**I/O nets highlighted**

Scale: 4 px per um.
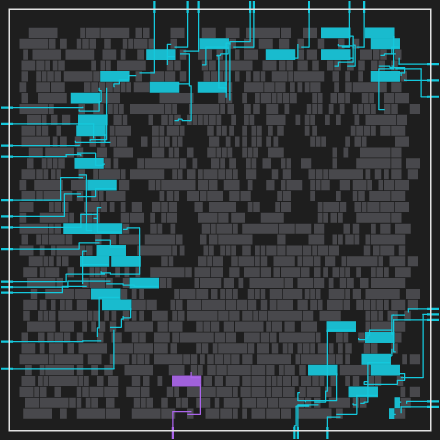
**Signal wires on met2**

Scale: 4 px per um.
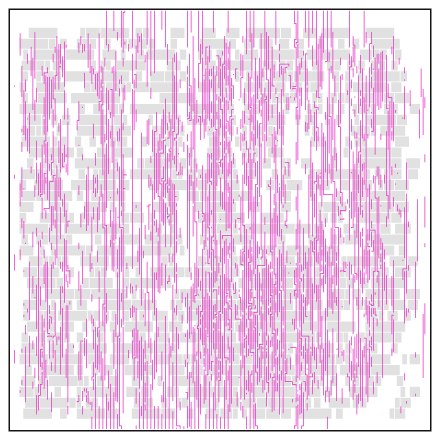
**Clock wiring as the flow saved it**

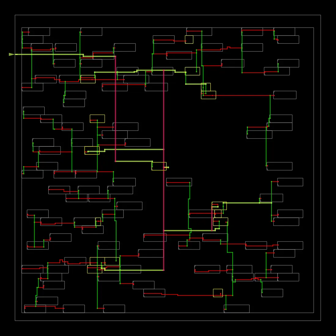
**A small window of the routed layout**

Window x 69 to 89, y 69 to 89 um. Cells in gray, sequential cells in the stronger gray; small squares are vias.
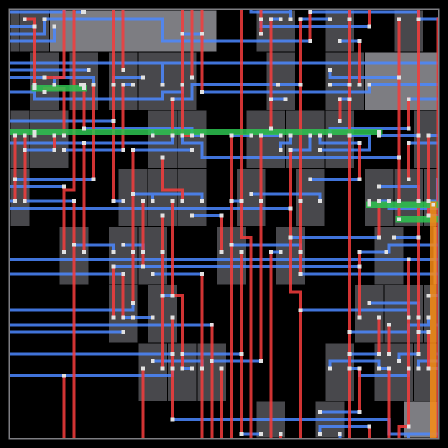
**src/rtl/ysyx_22040750_if_stage.sv**
```systemverilog
`default_nettype none
// ============================================================================
// Module   : ysyx_22040750_if_stage
// Desc     : Instruction-fetch stage. Owns the fetch PC, keeps one imem read
//            outstanding at a time and presents {pc, inst} to IF/ID.
//            Optional macro IF_MISALIGN_CHECK_EN adds a sticky O_fetch_misalign
//            flag and loads redirect targets unmodified.
// Revision : 1.0 - initial release
// ============================================================================
module ysyx_22040750_if_stage #(
  parameter logic [31:0] RESET_PC = 32'h8000_0000
) (
  input  logic        I_sys_clk,
  input  logic        I_rst,
  input  logic        I_redirect,
  input  logic [31:0] I_redirect_pc,
  output logic        O_imem_req,
  output logic [31:0] O_imem_addr,
  input  logic        I_imem_ack,
  input  logic        I_imem_rvalid,
  input  logic [31:0] I_imem_rdata,
  input  logic        I_IF_ID_allowin,
  output logic        O_IF_ID_valid,
  output logic [31:0] O_pc,
  output logic [31:0] O_inst
`ifdef IF_MISALIGN_CHECK_EN
  ,
  output logic        O_fetch_misalign
`endif
);

  typedef enum logic [1:0] {
    S_REQ   = 2'd0,
    S_WAIT  = 2'd1,
    S_VALID = 2'd2
  } state_t;

  localparam logic [31:0] C_PC_STEP    = 32'd4;
  localparam logic [31:0] C_ALIGN_MASK = 32'hFFFF_FFFC;

  state_t      r_state;
  logic [31:0] r_fetch_pc;
  logic        r_discard;
  logic        r_imem_req;
  logic        r_if_id_valid;
  logic [31:0] r_pc;
  logic [31:0] r_inst;
  logic [31:0] w_redirect_target;

`ifdef IF_MISALIGN_CHECK_EN
  logic r_fetch_misalign;

  assign w_redirect_target = I_redirect_pc;

  always_ff @(posedge I_sys_clk) begin
    if (I_rst) begin
      r_fetch_misalign <= 1'b0;
    end else if (I_redirect && (I_redirect_pc[1:0] != 2'b00)) begin
      r_fetch_misalign <= 1'b1;
    end
  end

  assign O_fetch_misalign = r_fetch_misalign;
`else
  assign w_redirect_target = I_redirect_pc & C_ALIGN_MASK;
`endif

  // Redirect always wins over the sequential +4 step; a response already in
  // flight when the redirect lands is marked for discard.
  always_ff @(posedge I_sys_clk) begin
    if (I_rst) begin
      r_state       <= S_REQ;
      r_fetch_pc    <= RESET_PC;
      r_discard     <= 1'b0;
      r_imem_req    <= 1'b1;
      r_if_id_valid <= 1'b0;
      r_pc          <= 32'd0;
      r_inst        <= 32'd0;
    end else begin
      case (r_state)
        S_REQ: begin
          if (I_redirect) begin
            r_fetch_pc <= w_redirect_target;
          end
          if (I_imem_ack) begin
            r_state    <= S_WAIT;
            r_discard  <= I_redirect;
            r_imem_req <= 1'b0;
          end
        end

        S_WAIT: begin
          if (I_redirect) begin
            r_fetch_pc <= w_redirect_target;
          end
          if (I_imem_rvalid) begin
            if (r_discard || I_redirect) begin
              r_state    <= S_REQ;
              r_discard  <= 1'b0;
              r_imem_req <= 1'b1;
            end else begin
              r_state       <= S_VALID;
              r_pc          <= r_fetch_pc;
              r_inst        <= I_imem_rdata;
              r_if_id_valid <= 1'b1;
            end
          end else if (I_redirect) begin
            r_discard <= 1'b1;
          end
        end

        S_VALID: begin
          if (I_redirect || I_IF_ID_allowin) begin
            r_fetch_pc    <= I_redirect ? w_redirect_target : (r_fetch_pc + C_PC_STEP);
            r_state       <= S_REQ;
            r_imem_req    <= 1'b1;
            r_if_id_valid <= 1'b0;
          end
        end

        default: begin
          r_state       <= S_REQ;
          r_discard     <= 1'b0;
          r_imem_req    <= 1'b1;
          r_if_id_valid <= 1'b0;
        end
      endcase
    end
  end

  assign O_imem_req    = r_imem_req;
  assign O_imem_addr   = r_fetch_pc;
  assign O_IF_ID_valid = r_if_id_valid;
  assign O_pc          = r_pc;
  assign O_inst        = r_inst;

endmodule

`default_nettype wire
```
**config.mk**
```make
export PLATFORM = sky130hd
export DESIGN_NAME = ysyx_22040750_if_stage
export DESIGN_NICKNAME = d
export VERILOG_FILES = /design/src/rtl/ysyx_22040750_if_stage.sv
export SDC_FILE = /design/constraint.sdc
export NUM_CORES = 1
export LEC_CHECK = 0
export ABC_AREA = 1
export CAP_MARGIN = 20
export CORE_MARGIN = 2
export CORE_UTILIZATION = 45
export DETAILED_ROUTE_END_ITERATION = 8
export GPL_TIMING_DRIVEN = 0
export PLACE_DENSITY = 0.77
export SETUP_SLACK_MARGIN = 0.2
export SLEW_MARGIN = 20
export SYNTH_ARGS = -nofsm -noshare
export SYNTH_HDL_FRONTEND = slang
export SYNTH_SLANG_ARGS = --single-unit
```
**constraint.sdc**
```tcl
create_clock -name I_sys_clk -period 1.66 [get_ports I_sys_clk]
set_input_delay 0.498 -clock I_sys_clk [delete_from_list [all_inputs] [get_ports I_sys_clk]]
set_output_delay 0.498 -clock I_sys_clk [all_outputs]
set_load 0.02 [all_outputs]
```
==> impl_summary.log <==
[flow] collecting metrics
INFO  metric outcome = finished, final reports clean
INFO  metric met3RoutedLength = 1649 um
INFO  metric fp.dieW = 105.0 um
INFO  metric netlist_instances = 685
INFO  metric flop_cell = sky130_fd_sc_hd__dfxtp_1
INFO  metric synth-edff-count = 0
INFO  metric setup.worst_path.class = flop to flop
INFO  metric crit_fanout = 7
INFO  metric simple_gate_share = 30.56%
INFO  metric min_from = O_imem_addr[30]
INFO  metric detail_route.iter0.violations = 405
INFO  metric pwr.group.sequential = 2.62 mW
INFO  metric die.size.y = 105.0 um
INFO  metric m1WireLength = 7176 um
INFO  metric top_power_group = sequential cells
INFO  metric die_area = 11020 um2
INFO  metric post_synth_most_frequent_cells = sky130_fd_sc_hd__nand2_1, sky130_fd_sc_hd__nor2_1, sky130_fd_sc_hd__dfxtp_1
INFO  metric path_cells = inv_4, nor2_4, nand2_2, o21ai_4, clkinv_4, buf_6, o21a_1, o21ai_0, a21oi_1
INFO  metric cts.repair_timing.setup_buffer_count = 17
INFO  metric netSwitchingFraction = 32.05%
INFO  metric mi_logic_area = 2601 um2
INFO  metric initial_standard_cell_utilization_of_the_core = 46.74%
INFO  metric cp-start-kind = flop
INFO  metric met3_use_gr = 10.23%
INFO  metric yosysChipArea = 4589 um2
INFO  metric placeableCoreArea = 9819 um2
INFO  metric clkSlewWorstSetupHoldPaths = 0.11 ns
INFO  metric vias_per_std_cell = 5.324
INFO  metric r2r.worst_path.cells = 9
INFO  metric drt_pre_antenna_iters = 5
INFO  metric yosys_warnings = 0
INFO  metric fin_cells = 1034
INFO  metric postPlaceCellArea = 6406 um2
INFO  metric post_route_cells_drive_above_1_share = 32.08%
INFO  metric cpPeakStageDelay = 0.41 ns
INFO  metric synth.most_common_cell = sky130_fd_sc_hd__nand2_1
INFO  metric dominant-cell-class = combinational gates
INFO  metric fin_worst_skew = 0.01339 ns
INFO  metric ctsHtreeMaxLevel = 3
INFO  metric combAreaFraction = 37.07%
INFO  metric cp.arrival = 1.85 ns
INFO  metric p_int = 3.638 mW
INFO  metric destination_of_the_critical_timing_path = O_imem_addr[7]
INFO  metric gr_layer_usage_met1 = 36.47%
INFO  metric path_buffers = 3
INFO  metric timing.rr.start = r_state[1]
INFO  metric seqCellArea = 2042 um2
INFO  metric routed_wire_length_per_instance = 17.25 um
INFO  metric clock_cell_area_share = 2.674%
INFO  metric largest_register_ffs = 32
INFO  metric critical-path-top-delay-family = AND-OR/OR-AND gates
INFO  metric fp-row-count = 36
INFO  metric maxSlewHeadroom = 59.60%
INFO  metric pin_count = 168
INFO  metric hold_path_depth = 2
INFO  metric layout.nets = 967
INFO  metric max_cap_violations = 0
INFO  metric n_all_inverters = 37
INFO  metric drc_errors = 0
INFO  metric p_comb_share = 22.3%
INFO  metric report.power.total = 5.354 mW
INFO  metric numSequentialCells = 97
INFO  metric netlist_area = 4589 um2
INFO  metric layout.cell_area.non_filler = 7018 um2
INFO  metric aoi_share = 18.89%
INFO  metric syn_area_per_cell = 6.700 um2
INFO  metric synthXorXnorAreaFrac = 0.5725%
Notes on 'I/O nets highlighted' above:
cyan -> O_pc  # direction output, end cells 32, buffers 32, wire 992 um
purple -> O_imem_req  # direction output, end cells 1, buffers 1, wire 23.2 um

Notes on 'signal wires on met2' above:
wire length on this layer = 8450 um
nets with wire on the layer = 802
overall via count from detail_route: 5505
met2 Use GR: 52.97%
final WL: 17840 um

Notes on 'clock wiring as the flow saved it' above:
power attributed to the clock group: 1.55 mW
clock latency on the worst-skew pair: 0.39 ns
number of clock buffers in the layout: 11

Notes on 'a small window of the routed layout' above:
red -> metal 2
blue -> metal 1
green -> metal 3
orange -> metal 4
sequential cells in the window = 1
cells with their middle in the window = 45
netlist names of flops here include = O_imem_addr (1)
most frequent = nand2_1 (24), nor2_1 (7), nand3_1 (7)

Power figures rest on the tool's default switching activity, not on a simulated workload.
